File: src/rtl/event_ts_pkg.sv
// Shared types and helpers for the event timestamper.
package event_ts_pkg;

  localparam int unsigned DefIdW = 3;
  localparam int unsigned DefTsW = 8;

  // Record layout at default widths; the FIFO stores the same field order flattened.
  typedef struct packed {
    logic [DefIdW-1:0] id;
    logic [DefTsW-1:0] start_ts;
    logic [DefTsW-1:0] end_ts;
    logic [DefTsW-1:0] delta;
    logic              timeout;
  } ev_rec_t;

  // Flattened record width: id, three timestamps, timeout flag.
  function automatic int unsigned rec_width(input int unsigned id_w, input int unsigned ts_w);
    return id_w + 3 * ts_w + 1;
  endfunction

endpackage

File: src/rtl/ev_rec_fifo.sv
// Synchronous show-ahead record FIFO; head word is visible whenever not empty.
module ev_rec_fifo #(
  parameter int unsigned Width = 8,
  parameter int unsigned Depth = 4
) (
  input  logic                       clk,
  input  logic                       rst,
  input  logic                       push,
  input  logic [Width-1:0]           wdata,
  input  logic                       pop,
  output logic [Width-1:0]           rdata,
  output logic                       full,
  output logic                       empty,
  output logic [$clog2(Depth):0]     count
);

  localparam int unsigned Aw = $clog2(Depth);

  logic [Width-1:0] mem_q [Depth];
  logic [Aw:0]      wr_ptr_q, rd_ptr_q;
  logic             do_push, do_pop;

  // Occupancy from pointers carrying one extra wrap bit.
  always_comb begin
    count   = wr_ptr_q - rd_ptr_q;
    full    = (count == (Aw + 1)'(Depth));
    empty   = (count == '0);
    do_push = push && !full;
    do_pop  = pop && !empty;
    rdata   = mem_q[rd_ptr_q[Aw-1:0]];
  end

  // Pointer state.
  always_ff @(posedge clk) begin
    if (rst) begin
      wr_ptr_q <= '0;
      rd_ptr_q <= '0;
    end else begin
      if (do_push) wr_ptr_q <= wr_ptr_q + (Aw + 1)'(1);
      if (do_pop)  rd_ptr_q <= rd_ptr_q + (Aw + 1)'(1);
    end
  end

  // Storage, not reset.
  always_ff @(posedge clk) begin
    if (do_push) mem_q[wr_ptr_q[Aw-1:0]] <= wdata;
  end

endmodule

File: src/rtl/event_timestamper_v2.sv
// Pairs start/end events per ID, timestamps them and queues completed records.
module event_timestamper_v2
  import event_ts_pkg::*;
#(
  parameter int unsigned ID_W       = 3,
  parameter int unsigned TS_W       = 8,
  parameter int unsigned FIFO_DEPTH = 4,
  parameter int unsigned TIMEOUT    = 0
) (
  input  logic            clk,
  input  logic            rst,
  input  logic            start_valid,
  output logic            start_ready,
  input  logic [ID_W-1:0] start_id,
  input  logic            end_valid,
  output logic            end_ready,
  input  logic [ID_W-1:0] end_id,
  output logic            out_valid,
  input  logic            out_ready,
  output logic [ID_W-1:0] out_id,
  output logic [TS_W-1:0] out_start_ts,
  output logic [TS_W-1:0] out_end_ts,
  output logic [TS_W-1:0] out_delta,
  output logic            out_timeout,
  output logic            err_dup_start,
  output logic            err_orphan_end,
  output logic [ID_W:0]   active_cnt
);

  localparam int unsigned     NumIds    = 2 ** ID_W;
  localparam int unsigned     RecW      = rec_width(ID_W, TS_W);
  localparam int unsigned     CntW      = $clog2(FIFO_DEPTH) + 1;
  localparam logic [TS_W-1:0] TimeoutTs = TS_W'(TIMEOUT);
  localparam bit              TimeoutEn = (TIMEOUT != 0);

  logic [TS_W-1:0]   cnt_q;
  logic [NumIds-1:0] active_q, active_d;
  logic [TS_W-1:0]   start_ts_q [NumIds];
  logic [ID_W-1:0]   scan_q, scan_d;
  logic              err_dup_q, err_orphan_q;

  logic              start_fire, end_fire, end_hit, expire, scan_block;
  logic [TS_W-1:0]   end_delta, scan_age;
  logic              push, pop, fifo_full, fifo_empty;
  logic [CntW-1:0]   fifo_count;
  logic [RecW-1:0]   wdata, rdata;

  // Handshakes; an end on the same ID as a start wins and the start retries.
  always_comb begin
    start_ready = !rst && !(end_valid && (end_id == start_id));
    end_ready   = !rst && (fifo_count < CntW'(FIFO_DEPTH));
    start_fire  = start_valid && start_ready;
    end_fire    = end_valid && end_ready;
    end_hit     = end_fire && active_q[end_id];
    end_delta   = cnt_q - start_ts_q[end_id];
  end

  // Timeout scanner: one ID per cycle, yields to end writes and live handshakes.
  always_comb begin
    scan_age   = cnt_q - start_ts_q[scan_q];
    scan_block = fifo_full || end_hit || (start_fire && (start_id == scan_q)) ||
                 (end_fire && (end_id == scan_q));
    expire     = TimeoutEn && active_q[scan_q] && (scan_age >= TimeoutTs) && !scan_block;
    scan_d     = scan_block ? scan_q : scan_q + ID_W'(1);
  end

  // Record selection; end handshake has priority over a timeout close.
  always_comb begin
    push  = 1'b0;
    wdata = '0;
    if (end_hit) begin
      push  = 1'b1;
      wdata = {end_id, start_ts_q[end_id], cnt_q, end_delta, 1'b0};
    end else if (expire) begin
      push  = 1'b1;
      wdata = {scan_q, start_ts_q[scan_q], cnt_q, scan_age, 1'b1};
    end
  end

  // Open-ID set update; the three sources always target distinct IDs.
  always_comb begin
    active_d = active_q;
    if (end_hit)    active_d[end_id]   = 1'b0;
    if (expire)     active_d[scan_q]   = 1'b0;
    if (start_fire) active_d[start_id] = 1'b1;
  end

  // Population count of open IDs.
  always_comb begin
    active_cnt = '0;
    for (int i = 0; i < NumIds; i++) active_cnt = active_cnt + (ID_W + 1)'(active_q[i]);
  end

  // Control state with synchronous reset.
  always_ff @(posedge clk) begin
    if (rst) begin
      cnt_q        <= '0;
      active_q     <= '0;
      scan_q       <= '0;
      err_dup_q    <= 1'b0;
      err_orphan_q <= 1'b0;
    end else begin
      cnt_q        <= cnt_q + TS_W'(1);
      active_q     <= active_d;
      scan_q       <= scan_d;
      err_dup_q    <= start_fire && active_q[start_id];
      err_orphan_q <= end_fire && !active_q[end_id];
    end
  end

  // Start timestamps; stale values are harmless because active_q gates them.
  always_ff @(posedge clk) begin
    if (start_fire) start_ts_q[start_id] <= cnt_q;
  end

  ev_rec_fifo #(
    .Width (RecW),
    .Depth (FIFO_DEPTH)
  ) u_fifo (
    .clk   (clk),
    .rst   (rst),
    .push  (push),
    .wdata (wdata),
    .pop   (pop),
    .rdata (rdata),
    .full  (fifo_full),
    .empty (fifo_empty),
    .count (fifo_count)
  );

  // Output stream driven straight from the FIFO head.
  always_comb begin
    out_valid      = !rst && !fifo_empty;
    pop            = out_valid && out_ready;
    {out_id, out_start_ts, out_end_ts, out_delta, out_timeout} = rdata;
    err_dup_start  = err_dup_q;
    err_orphan_end = err_orphan_q;
  end

endmodule

File: config.mk
export PLATFORM = sky130hd
export DESIGN_NAME = event_timestamper_v2
export DESIGN_NICKNAME = d
export VERILOG_FILES = /design/src/rtl/event_ts_pkg.sv /design/src/rtl/ev_rec_fifo.sv /design/src/rtl/event_timestamper_v2.sv
export SDC_FILE = /design/constraint.sdc
export NUM_CORES = 1
export LEC_CHECK = 0
export CAP_MARGIN = 0
export CORE_ASPECT_RATIO = 0.8
export CORE_UTILIZATION = 27
export CTS_BUF_LIST = sky130_fd_sc_hd__clkbuf_4
export DETAILED_ROUTE_END_ITERATION = 6
export GPL_ROUTABILITY_DRIVEN = 0
export PLACE_DENSITY_LB_ADDON = 0.25
export SYNTH_ARGS = -nofsm -noshare
export SYNTH_HDL_FRONTEND = slang
export SYNTH_SLANG_ARGS = --single-unit
File: constraint.sdc
create_clock -name clk -period 5.05 [get_ports clk]
set_input_delay 1.01 -clock clk [delete_from_list [all_inputs] [get_ports clk]]
set_output_delay 1.01 -clock clk [all_outputs]
set_load 0.01 [all_outputs]
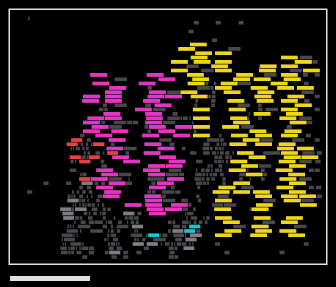
(run_1/flops_by_reg.png)
The bar under the picture is 50 um long.
- magenta: start_ts_q (sequential cells 64; where centre)
- red: cnt_q (sequential cells 8; where west)
- cyan: u_fifo.wr_ptr_q (sequential cells 3)
- yellow: u_fifo.mem_q (sequential cells 108)
- not coloured: 15

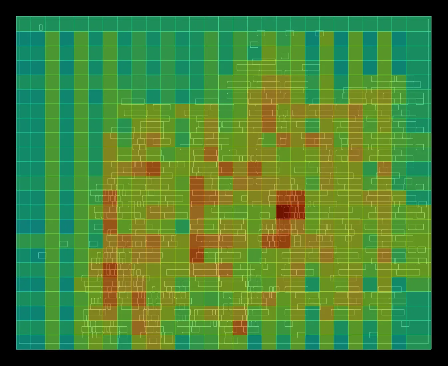
(run_1/congestion.png)
final core utilization: 32.0%
met1 GRT Util: 14.9%
WL/cell: 17.7 um

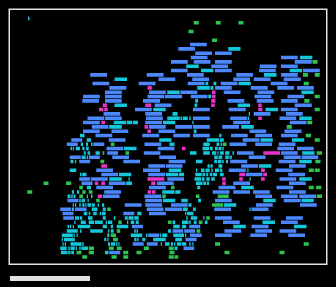
(run_1/placement_by_type.png)
The bar under the picture is 50 um long.
- cyan: combinational and other logic (cells 262; share of their area 28%)
- magenta: clock drivers and dummy loads (cells 32; share of their area 3.3%)
- green: other buffers and delay cells (cells 68; share of their area 7.1%)
- blue: flops (cells 198; share of their area 62%)

==> run 1: state kept, by name, summed over array words and instances, names as in the netlist, named ones only <==
name / flops
u_fifo.rd_ptr_q: 3
u_fifo.mem_q: 108
u_fifo.wr_ptr_q: 3
err_dup_start: 1
active_q: 8
err_orphan_end: 1
cnt_q: 8
start_ts_q: 64
==> run 1: metrics by stage <==
step	setup WS, ns	total power [mW]	cell area, um^2
3_5_place_dp	0.528	2.18	9390
2_1_floorplan	1.16	2.04	8320
3_3_place_gp	0.647	2.17	9390
5_1_grt	0.00497	3.13	9700
6_report	0.235	3.01	9700
4_1_cts	0.145	3.05	9690
==> run 1: metal layers <==
metal / part of all wire [%] / track usage (%)
met5: 0 / 0
met4: 0.54 / 2.43
met3: 3.3 / 2.73
met2: 49 / 19.1
met1: 47 / 14.9
==> impl_metrics.ini, run 1 <==
; flow metrics
[worst_setup_path]
startpoint_type = register
r2r_end = u_fifo.mem_q[2][7]
rr_worst_depth = 9
crit_chain = inv_1 > fa_1 > fa_1 > fa_1 > inv_1 > ha_1 > inv_1 > fa_1 > xnor2_1 > clkdlybuf4s50_1
timing.rr.start = start_ts_q[7][1]
cp_max_fo = 4
crit_top_cell = fa_1
r2r_slack_ns = 1.99
critPathCapture = active_cnt[2]
critPathCaptureType = primary output
crit_cells = 10
required_ns = 4.04
crit_family = adder cells
arrival_ns = 3.81
criticalPathCategory = reg2out
startpoint = active_q[1]
cpPeakStageDelay_ns = 0.55

[final_layout]
layout-drive-gt1-share_pct = 19.5
final-seq-area_um2 = 5690
bufAreaShareNonClock_pct = 6.71
final_nets = 581
mostFrequentLayoutCells = 172 x edfxtp_1, 46 x clkdlybuf4s50_1, 45 x mux4_2, 36 x nor2_1, 24 x dfxtp_1
fillers = 2953
antennaDiodeCount = 1
finalNonFillerCells = 974
synthToLayoutAreaGrowth_pct = 16.5
clock_area_share_pct = 3.15
logic_gates = 241
sh_seq_area_pct = 58.7
n_all_buffers = 68
ff_count = 198
n_clock_buffer = 19
comb_share_pct = 25.3
largest_class = flip-flops and latches

[route]
vias = 4277
drtAntennaViolNets = 0
drt_first_pass_iters = 4
drtIter0Drc = 363

[floorplan]
core_area_um2 = 30300
rows = 57
die-area_um2 = 31500
die_h_um = 159
die_x_um = 198
initCoreUtil_pct = 27.5
taps = 413

[clocking]
cts_tree = done
cts-root-buf = clkbuf_4
cts_setup_buffers = 0
cts.sinks = 198
clkSlewWorstSetupHoldPaths_ns = 0.16
cts_made_buffers = 17
cts_htree_levels = 4
post_cts_resized = 0
hold_buffers = 0

[job]
drv_cap = 0
warning_count = 30

[synthesis]
yosys-top-cells-count = 172 x edfxtp_1, 45 x mux4_2, 37 x nor2_1
edf_count = 172
top_cells_by_area = edfxtp_1 62%, mux4_2 12%, dfxtp_1 6.3%, ha_1 2.7%, nor2_1 1.7%
top_cell = edfxtp_1
syn_area_per_cell_um2 = 17.3
yosysTopAreaCell = edfxtp_1
synth_seq_share_pct = 68.3
synthCells = 482
synthMuxAreaShare_pct = 13.9
numSynthFlops = 198
aoi_share_pct = 3.25
floorplan.nets = 516
async_flop_share_pct = 0
synth_cell_types = 50
logic_family = multiplexers
ys_sh_xor_pct = 1.85
ff_type = edfxtp_1
yosys_warnings = 0

[global_routing]
grt_pass1_wl_um = 26700
grt_start_max_net_pins = 29
grt_pass1_vias = 4473
grt-ovfl-total = 0
antenna_found_initial = 1
track_usage_pct = 11.4

[pwr]
p_seq_mw = 1.82
peakVddDrop_uv = 124
p_sw_share_pct = 24.4
power.switching_uw = 733
combPwrFrac_pct = 10.3
p_int_mw = 2.28
comb-power_uw = 309
p_seq_share_pct = 60.5
clk-power_uw = 879
pwr-share-clk_pct = 29.2

[timing]
finalCriticalPeriod_ns = 4.82
finalSetupTns_ns = 0
whs_ns = 0.506
final_max_slew_viol_count = 0
worst_pin_slew_ns = 1.04
finalClockPeriodUsage_pct = 95.4
rsz0062_at_grt = no
final-setup-viol-count = 0
fmax_mhz = 208

[outcome]
status = completed

[placed_design]
dp_hpwl_um = 11500
dp.cells = 941
portBuffers = 46

[min_path]
hold_depth = 2
min-delay-start = u_fifo.wr_ptr_q[2]
==> run_1/logic_types.png <==
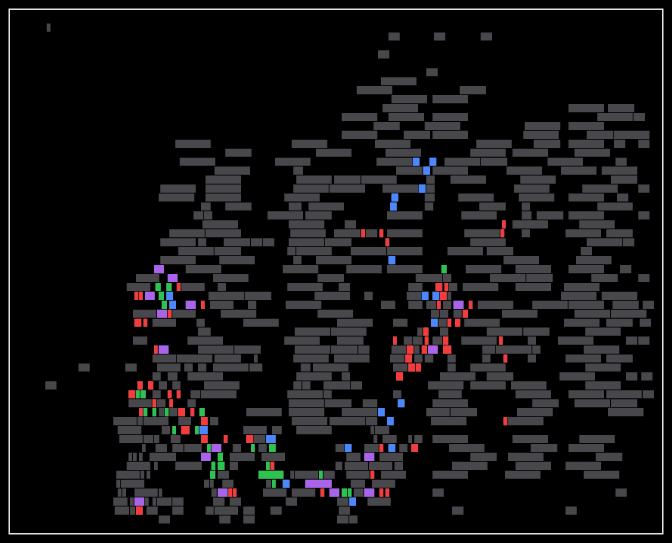

==> run 2, diff against run 1 <==
CAP_MARGIN = 20   (was 0)
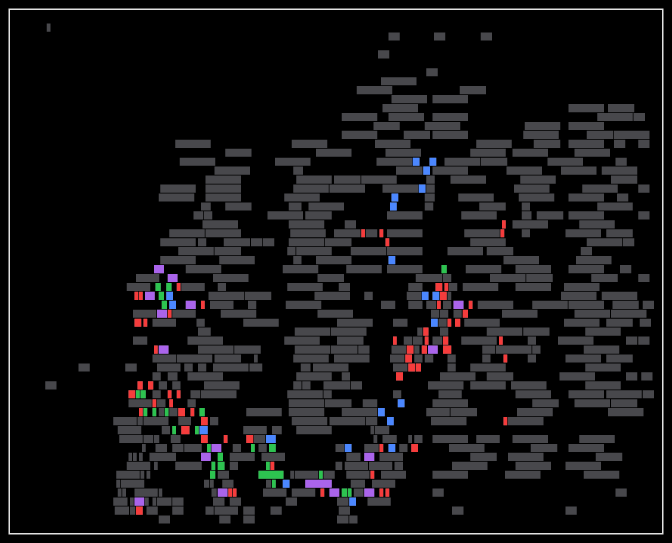
(run_2/logic_types.png)
- green: NAND gates (cells 26; most used nand2_1)
- red: NOR gates (cells 60; most used nor2_1)
- blue: AND and OR gates (cells 21; most used and2_1)
- purple: XOR/XNOR gates (cells 16; most used xnor2_1)

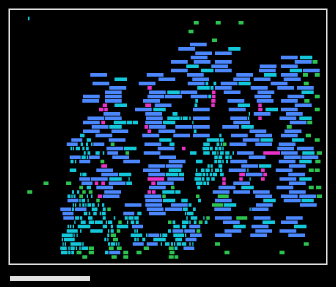
(run_2/placement_by_type.png)
The bar under the picture is 50 um long.
- blue: flops (cells 198; share of their area 62%)
- cyan: combinational and other logic (cells 262; share of their area 28%)
- magenta: clock drivers and dummy loads (cells 32; share of their area 3.3%)
- green: other buffers and delay cells (cells 69; share of their area 7.3%)

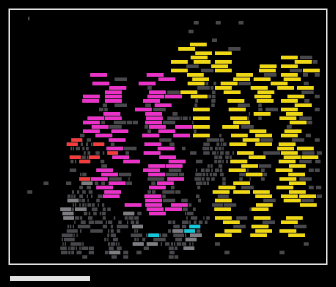
(run_2/flops_by_reg.png)
The bar under the picture is 50 um long.
- cyan: u_fifo.wr_ptr_q (sequential cells 3)
- magenta: start_ts_q (sequential cells 64; where centre)
- red: cnt_q (sequential cells 8; where west)
- yellow: u_fifo.mem_q (sequential cells 108)
- not coloured: 15

==> impl_metrics.ini, run 2 <==
; flow metrics
[synthesis]
synthCells = 482
synthMuxAreaShare_pct = 13.9
yosysTopAreaCellShare_pct = 62.1
aoi_share_pct = 3.25
synth_area_um2 = 8320
floorplan.nets = 516
syn_area_per_cell_um2 = 17.3
ff_type = edfxtp_1
simple_gate_share_pct = 6.53
edf_count = 172
top_cells_by_area = edfxtp_1 62%, mux4_2 12%, dfxtp_1 6.3%, ha_1 2.7%, nor2_1 1.7%
yosysTopAreaCell = edfxtp_1
logic_family = multiplexers
numSynthFlops = 198
ys_cells = 482
yosysChipArea_um2 = 8320
synth_seq_share_pct = 68.3
top_cell = edfxtp_1
yosys_warnings = 0
synth_cell_types = 50
ys_sh_xor_pct = 1.85
yosys-top-cells-count = 172 x edfxtp_1, 45 x mux4_2, 37 x nor2_1
async_flop_share_pct = 0
fa_ha_area_share_pct = 3.91

[timing]
finalCriticalPeriod_ns = 4.82
fmax_mhz = 208
finalClockPeriodUsage_pct = 95.4
final_max_slew_viol_count = 0
setup_slack_ns = 0.234
rsz0062_at_grt = no
relSlewSlack_pct = 39.9
whs_ns = 0.506
hold_violations = 0
finalSetupTns_ns = 0
worst_pin_slew_ns = 0.897
final-setup-viol-count = 0
clock_skew_ns = 0.0344

[worst_setup_path]
criticalPathCategory = reg2out
crit_chain = inv_1 > fa_1 > fa_1 > fa_1 > inv_1 > ha_1 > inv_1 > fa_1 > xnor2_1 > clkdlybuf4s50_1
crit_family = adder cells
required_ns = 4.04
rr_worst_depth = 9
r2r_end = u_fifo.mem_q[2][7]
cp_slowest_cell = clkdlybuf4s50_1
startpoint = active_q[1]
startpoint_type = register
critPathCapture = active_cnt[2]
cpPeakStageDelay_ns = 0.55
critPathCaptureType = primary output
crit_top_cell = fa_1
r2r_slack_ns = 1.95
crit_cells = 10
crit_buf_inv = 4
cp_max_fo = 4
timing.rr.start = start_ts_q[7][1]
arrival_ns = 3.81

[clocking]
cts.sinks = 198
clkSlewWorstSetupHoldPaths_ns = 0.16
cts_tree = done
hold_buffers = 0
post_cts_resized = 0
clk_latency_ns = 0.57
cts_htree_levels = 4
cts_made_buffers = 17
clockBufferDepth = 2
cts-root-buf = clkbuf_4
cts_setup_buffers = 0

[pwr]
peakVddDrop_uv = 124
p_seq_share_pct = 60.1
clk-power_uw = 879
p_total_mw = 3.02
power.switching_uw = 735
p_sw_share_pct = 24.4
comb-power_uw = 324
pwr-share-clk_pct = 29.1
leakagePower_nw = 3.12
combPwrFrac_pct = 10.7
p_int_mw = 2.28
p_per_area_nw_per_um2 = 310
top_power_group = sequential cells
p_seq_mw = 1.81

[route]
routed_wirelength_um = 17300
drt_first_pass_iters = 4
avgViaCountPerCell = 4.38
vias = 4269
drc = 0
drtAntennaViolNets = 0
wire_per_inst_um = 17.7
drtIter0Drc = 382

[placed_design]
dp.cells = 941
dp_hpwl_um = 11500
dp_worst_setup_slack_ns = 0.528
portBuffers = 46
placed_area_um2 = 9390

[job]
warning_count = 30
drv_cap = 0

[global_routing]
grt-ovfl-total = 0
grt_start_max_net_pins = 29
antenna_found_initial = 1
track_usage_pct = 11.4
grt_pass1_wl_um = 26700
grt_pass1_vias = 4473

[floorplan]
die_x_um = 198
initCoreUtil_pct = 27.5
num_io_pins = 48
die-area_um2 = 31500
rows = 57
die_h_um = 159
core_area_um2 = 30300

[final_layout]
final_area_um2 = 9720
layout-drive-gt1-share_pct = 19.6
final-seq-area_um2 = 5690
largest_reg_flops = 108
synthToLayoutAreaGrowth_pct = 16.8
finalNonFillerCells = 975
fillers = 2951
lay_top_count = edfxtp_1
postLayoutCoreUtil_pct = 32.1
mostFrequentLayoutCells = 172 x edfxtp_1, 46 x clkdlybuf4s50_1, 45 x mux4_2, 36 x nor2_1, 24 x dfxtp_1
comb_area_um2 = 2450
final_nets = 582

[min_path]
holdPathEnd = u_fifo.wr_ptr_q[2]
min-delay-start = u_fifo.wr_ptr_q[2]
hold_depth = 2
hold_path.class = reg2reg

[outcome]
status = completed
run 2: cell counts after synthesis:
Identical to the previous run, type by type.
run 2: layer usage:
layer  up-vias  track usage, %  part of all wire (%)
met5         -               0                     0
met1      2199            14.9                    47
li1       1994               -                     -
met2        66            19.1                    49
met4         0            2.43                  0.76
met3        10            2.73                   3.1
run 2: cell type report:
| cell class | instances | area share (%) |
|---|---|---|
| repair buffers | 69 | 6.90 |
| flip-flops and latches | 198 | 58.5 |
| clock inverters | 13 | 1.67 |
| diodes | 1 | 0.0258 |
| inverters | 21 | 0.811 |
| clock buffers | 19 | 1.47 |
| multi-input cells | 241 | 25.3 |
| well taps | 413 | 5.32 |
==> run_2/congestion.png <==
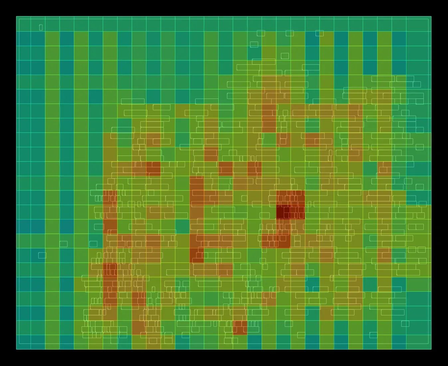

==> run 3, diff against run 2 <==
RECOVER_POWER = 50   (was not set)
SLEW_MARGIN = 20   (was not set)
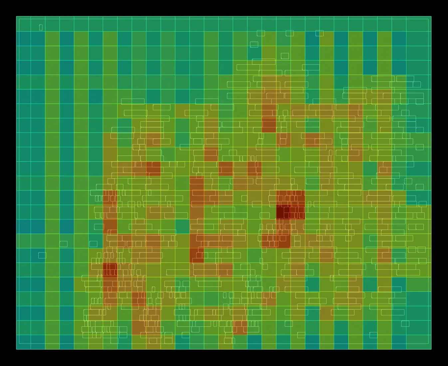
(run_3/congestion.png)
met2 usage: 19.1%
WL/cell: 17.8 um

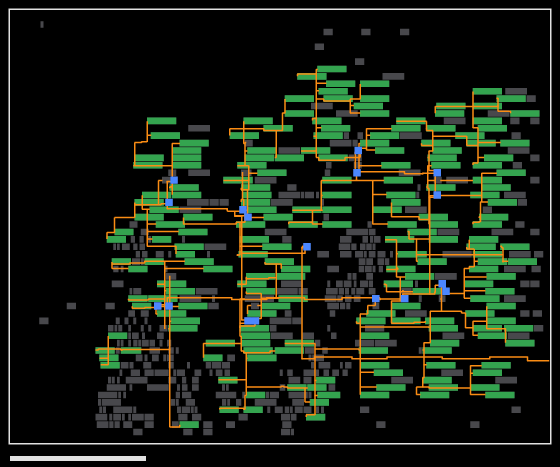
(run_3/clk_routes.png)
The bar under the picture is 50 um long.
- orange: clock wires (length 2180 um)
- blue: clock drivers (count 17)
- green: flip-flops (count 198)
- routed clock nets: 18

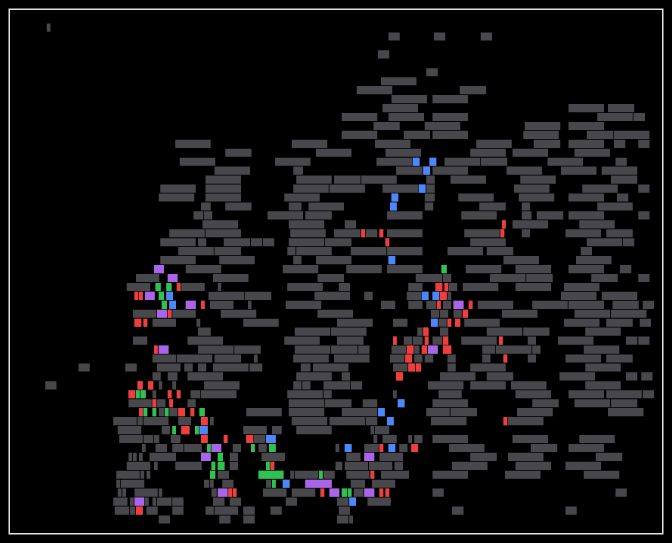
(run_3/logic_types.png)
- green: NAND gates (cells 26; most used nand2_1)
- blue: AND and OR gates (cells 21; most used and2_0)
- red: NOR gates (cells 60; most used nor2_1)
- purple: XOR/XNOR gates (cells 16; most used xnor2_1)

==> impl_metrics.ini, run 3 <==
; flow metrics
[timing]
finalCriticalPeriod_ns = 4.83
final-setup-viol-count = 0
rsz0062_at_grt = no
hold_violations = 0
whs_ns = 0.506
setup_slack_ns = 0.222
worst_pin_slew_ns = 0.937
finalSetupTns_ns = 0
relSlewSlack_pct = 37.5

[final_layout]
largest_reg_flops = 108
postLayoutCoreUtil_pct = 31.8
layout-drive-gt1-share_pct = 17.5
synthToLayoutAreaGrowth_pct = 15.9
lay_top_count = edfxtp_1

[min_path]
min-delay-start = u_fifo.wr_ptr_q[2]
hold_depth = 2
hold_path.class = reg2reg

[synthesis]
yosysChipArea_um2 = 8320
yosys_warnings = 0
synth_seq_share_pct = 68.3
top_cell = edfxtp_1
yosys-top-cells-count = 172 x edfxtp_1, 45 x mux4_2, 37 x nor2_1
syn_area_per_cell_um2 = 17.3
floorplan.nets = 516
ff_type = edfxtp_1
async_flop_share_pct = 0
logic_family = multiplexers
synth_area_um2 = 8320
simple_gate_share_pct = 6.53

[pwr]
p_per_area_nw_per_um2 = 312
p_seq_mw = 1.82
leakagePower_nw = 3.06
clk-power_uw = 879
p_total_mw = 3.01
p_seq_share_pct = 60.6
peakVddDrop_uv = 124
p_sw_share_pct = 24.4
top_power_group = sequential cells
p_int_mw = 2.27

[worst_setup_path]
startpoint_type = register
crit_cells = 10
crit_family = adder cells
critPathCapture = active_cnt[2]
arrival_ns = 3.82
r2r_end = u_fifo.mem_q[2][7]
crit_chain = inv_1 > fa_1 > fa_1 > fa_1 > inv_1 > ha_1 > inv_1 > fa_1 > xnor2_1 > clkdlybuf4s50_1
cp_max_fo = 4
timing.rr.start = u_fifo.wr_ptr_q[0]
criticalPathCategory = reg2out
r2r_slack_ns = 1.92
rr_worst_depth = 8
startpoint = active_q[1]

[floorplan]
die_h_um = 159
die_x_um = 198
die-area_um2 = 31500
rows = 57

[route]
avgViaCountPerCell = 4.39
routed_wirelength_um = 17300
drtAntennaViolNets = 0
vias = 4271
drc = 0

[clocking]
clkSlewWorstSetupHoldPaths_ns = 0.16
clk_latency_ns = 0.58
cts_setup_buffers = 0
cts_tree = done
cts_htree_levels = 4
cts-root-buf = clkbuf_4

[global_routing]
grt_start_max_net_pins = 29
antenna_found_initial = 1
grt-ovfl-total = 0

[job]
drv_cap = 0
warning_count = 30

[placed_design]
dp.cells = 941

[outcome]
status = completed
[run 3: final cells by class]
cell class	count	area, um^2
Multi-Input combinational cell	241	2440
Clock inverter	13	163
Clock buffer	19	143
Fill cell	2963	20700
Antenna cell	1	2.50
Timing Repair Buffer	68	613
Sequential cell	198	5690
Tap cell	413	517
Inverter	21	78.8
[run 3: worst min-delay path, stage by stage (launching register included)]
cell and delay, ns:
dfxtp_1 0.36, nand2_1 0.06, mux2i_1 0.06
[run 3: layer usage]
layer  global-route usage (%)  vias up  part of all wire, %
met5                        0        -                    0
met3                     2.73        8                  3.0
met1                     14.9     2205                   47
met4                     2.43        0                 0.66
li1                         -     1995                    -
met2                     19.1       63                   49
[run 3: what timing repair did]
action / in CTS / in global routing
gates resized: 0 / 1
endpoints found under the setup margin: 0 / 1
hold buffers: 0 / 0
Power is estimated from default activity; no workload was simulated.
